==> src/rtl/serial_adder.sv <==
// Bit-serial WIDTH-bit adder: one fulladder cell, a registered carry, LSB first.
// Operands are captured on start. The sum appears together with a one-cycle done pulse.

module fulladder (
  input  logic a,
  input  logic b,
  input  logic ci,
  output logic s,
  output logic co
);
  assign s  = a ^ b ^ ci;
  assign co = (a & b) | (ci & (a ^ b));
endmodule

module serial_adder #(
  parameter int WIDTH = 8
) (
  input  logic             clk,
  input  logic             rst,
  input  logic             start,
  input  logic [WIDTH-1:0] a,
  input  logic [WIDTH-1:0] b,
  output logic             busy,
  output logic             done,
  output logic [WIDTH-1:0] sum,
  output logic             cout
);
  localparam int CW = (WIDTH > 2) ? $clog2(WIDTH) : 1;
  localparam logic [CW-1:0] LAST = CW'(WIDTH - 1);

  typedef enum logic [1:0] {IDLE, SHIFT, DONE} state_t;

  state_t           state;
  logic [WIDTH-1:0] a_sh, b_sh;
  // Only the upper WIDTH-1 partial bits are kept; the final bit goes straight into sum.
  logic [WIDTH-2:0] s_sh;
  logic             c;
  logic [CW-1:0]    cnt;
  logic             s_bit, c_nxt;
  logic [WIDTH-1:0] s_nxt;

  fulladder u_fa (.a(a_sh[0]), .b(b_sh[0]), .ci(c), .s(s_bit), .co(c_nxt));

  assign s_nxt = {s_bit, s_sh};

  always_ff @(posedge clk or posedge rst) begin
    if (rst) begin
      state <= IDLE;
      a_sh  <= '0;
      b_sh  <= '0;
      s_sh  <= '0;
      c     <= 1'b0;
      cnt   <= '0;
      sum   <= '0;
      cout  <= 1'b0;
      busy  <= 1'b0;
      done  <= 1'b0;
    end else begin
      case (state)
        IDLE: begin
          if (start) begin
            a_sh  <= a;
            b_sh  <= b;
            c     <= 1'b0;
            cnt   <= '0;
            state <= SHIFT;
            busy  <= 1'b1;
          end
        end
        SHIFT: begin
          a_sh <= a_sh >> 1;
          b_sh <= b_sh >> 1;
          s_sh <= (WIDTH-1)'(s_nxt >> 1);
          c    <= c_nxt;
          cnt  <= cnt + 1'b1;
          if (cnt == LAST) begin
            sum   <= s_nxt;
            cout  <= c_nxt;
            cnt   <= '0;
            state <= DONE;
            busy  <= 1'b0;
            done  <= 1'b1;
          end
        end
        DONE: begin
          done  <= 1'b0;
          state <= IDLE;
        end
        default: begin
          state <= IDLE;
          busy  <= 1'b0;
          done  <= 1'b0;
        end
      endcase
    end
  end
endmodule

==> config.mk <==
export PLATFORM = sky130hd
export DESIGN_NAME = serial_adder
export DESIGN_NICKNAME = d
export VERILOG_FILES = /design/src/rtl/serial_adder.sv
export SDC_FILE = /design/constraint.sdc
export NUM_CORES = 1
export LEC_CHECK = 0
export CORE_MARGIN = 1
export CORE_UTILIZATION = 50
export CTS_CLUSTER_SIZE = 40
export DETAILED_ROUTE_END_ITERATION = 10
export PLACE_DENSITY = 0.74
export SLEW_MARGIN = 40
export SYNTH_ARGS = -nofsm -noshare
export SYNTH_HDL_FRONTEND = slang
export SYNTH_SLANG_ARGS = --single-unit
==> constraint.sdc <==
create_clock -name clk -period 2.1 [get_ports clk]
set_clock_uncertainty 0.15 [all_clocks]
set_input_delay 0.21 -clock clk [delete_from_list [all_inputs] [get_ports clk]]
set_output_delay 0.21 -clock clk [all_outputs]
set_load 0.1 [all_outputs]
==> images/registers.png <==
Scale bar: 20 um. Other sequential cells in the stronger grey, the rest of the logic in the fainter grey.
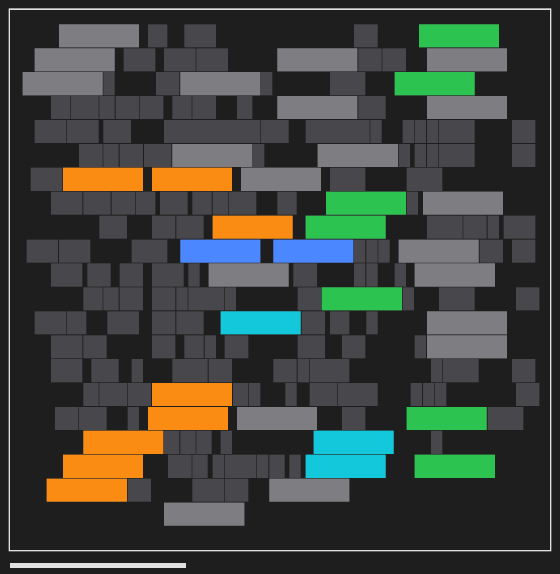
colour	signal	sequential cells
blue	state	2
green	s_sh	7
cyan	cnt	3
orange	a_sh	8

==> images/port_nets.png <==
Scale bar: 20 um.
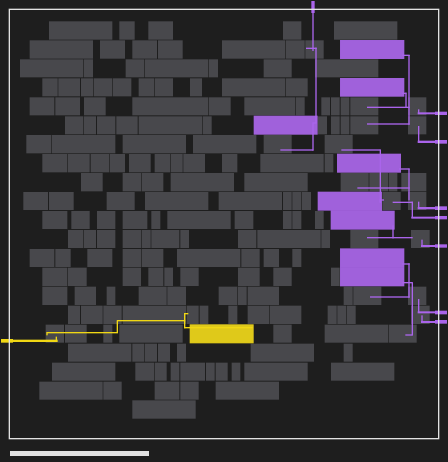
colour	port	direction	edge	end cells	buffers	wire
purple	sum	output	7 east, 1 north	8	8	138 um
yellow	done	output	west	1	1	40.7 um
Buffers on Ports: 29
IO Pins: 30

==> images/final_congestion.png <==
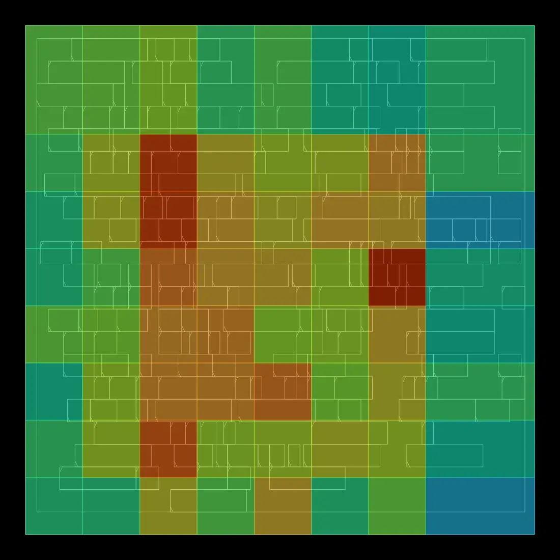
busiest grt layer: met2
wire per inst: 13.9 um
GR Util All Layers: 20.2%

==> results.txt <==
yosys + openroad results -> Die Y=61.4 um, worst-path cell chain=buf_4, nor2_1, nor2_2, o221a_2, Slew HR=67.6%, fp util=52.5%, cts bufs inserted=5, #FFs+latches synth=40, final setup vio count=0, ant diodes=0, core box area=3360 sq um, worst-margin pin slew=0.486 ns, outcome=complete, no violations, CP startpoint kind=flop, Fin Hold WS=0.112 ns, kind of critical path=flop to flop, Final WS setup=0.274 ns, Final Wtd Congestion=0.793, final hold vios=0, Core Util, Final=64.2%, ys async rst share=100%, CP Data Required Time=2.24 ns, Top area cell types=dfrtp_1 (57%), mux2_1 (5.7%), nand2_1 (5.3%), nor3b_1 (5.1%), a221oi_1 (3.0%), Initial DRC Count=48, Routed Antenna Nets=0, critical path arrival=1.97 ns, Main synth FF type=dfrtp_1, r2r setup slk=0.27 ns, worst hold path type=input port to async pin, htree depth=2, Logic area=684 sq um, tool warnings=26, reg-to-reg critical path endpoint=a_sh[6]$_DFFE_PP0P_, buffer count from post-CTS setup fixing=0, Top cells excl fill/tap=dfrtp_1 (40), nand2_1 (25), clkdlybuf4s50_1 (18), dpl cell area=2080 sq um, Critical Path Sink Type=flop, Commonest Layout Cell=dfrtp_1, Synth top cells by count=dfrtp_1 (40), nand2_1 (25), nor3b_1 (12), syn nets=180, Critical Path End=a_sh[6]$_DFFE_PP0P_, number of global-route vias before repair=1,243, yosys stat area=1770 sq um, final WL=3300 um, RSZ-0062 raised after global routing=false, largest net degree at the start of global routing=41, Unique cell types=27, placed cell count=229, CTS Hold Bufs=0, Synth area leader=dfrtp_1, max cap viols=0, Mean Syn Cell Area=11.2 sq um, first-pass GRT wire length=5310 um, post_cts resized=0, Post-synth EDFFs=0, Synth top cell by count=dfrtp_1
==> final cells by class <==
type,count,area share [%]
inverter,9,1.56
multi-input combinational,100,31.7
timing repair buffer,34,13.9
clock inverter,3,2.14
tap,46,2.66
sequential,40,46.3
clock buffer,5,1.74
==> cell families after synthesis <==
logic type | after synthesis | share of synthesized area, %
and+or+nand+nor | 56 | 16.7
DFF | 40 | 56.7
AOI/OAI and AO/OA | 31 | 13.2
buffers and inverters | 18 | 4.54
muxes | 10 | 6.31
adders and majority gates | 3 | 2.55
==> routing by layer <==
metal  wire length (um)  up-vias  global-route usage [%]
li1                   -      610                       -
met1               1420      598                    23.7
met5                  0        -                       0
met3                163        8                    6.09
met4                 80        0                    11.7
met2               1640       40                    32.9
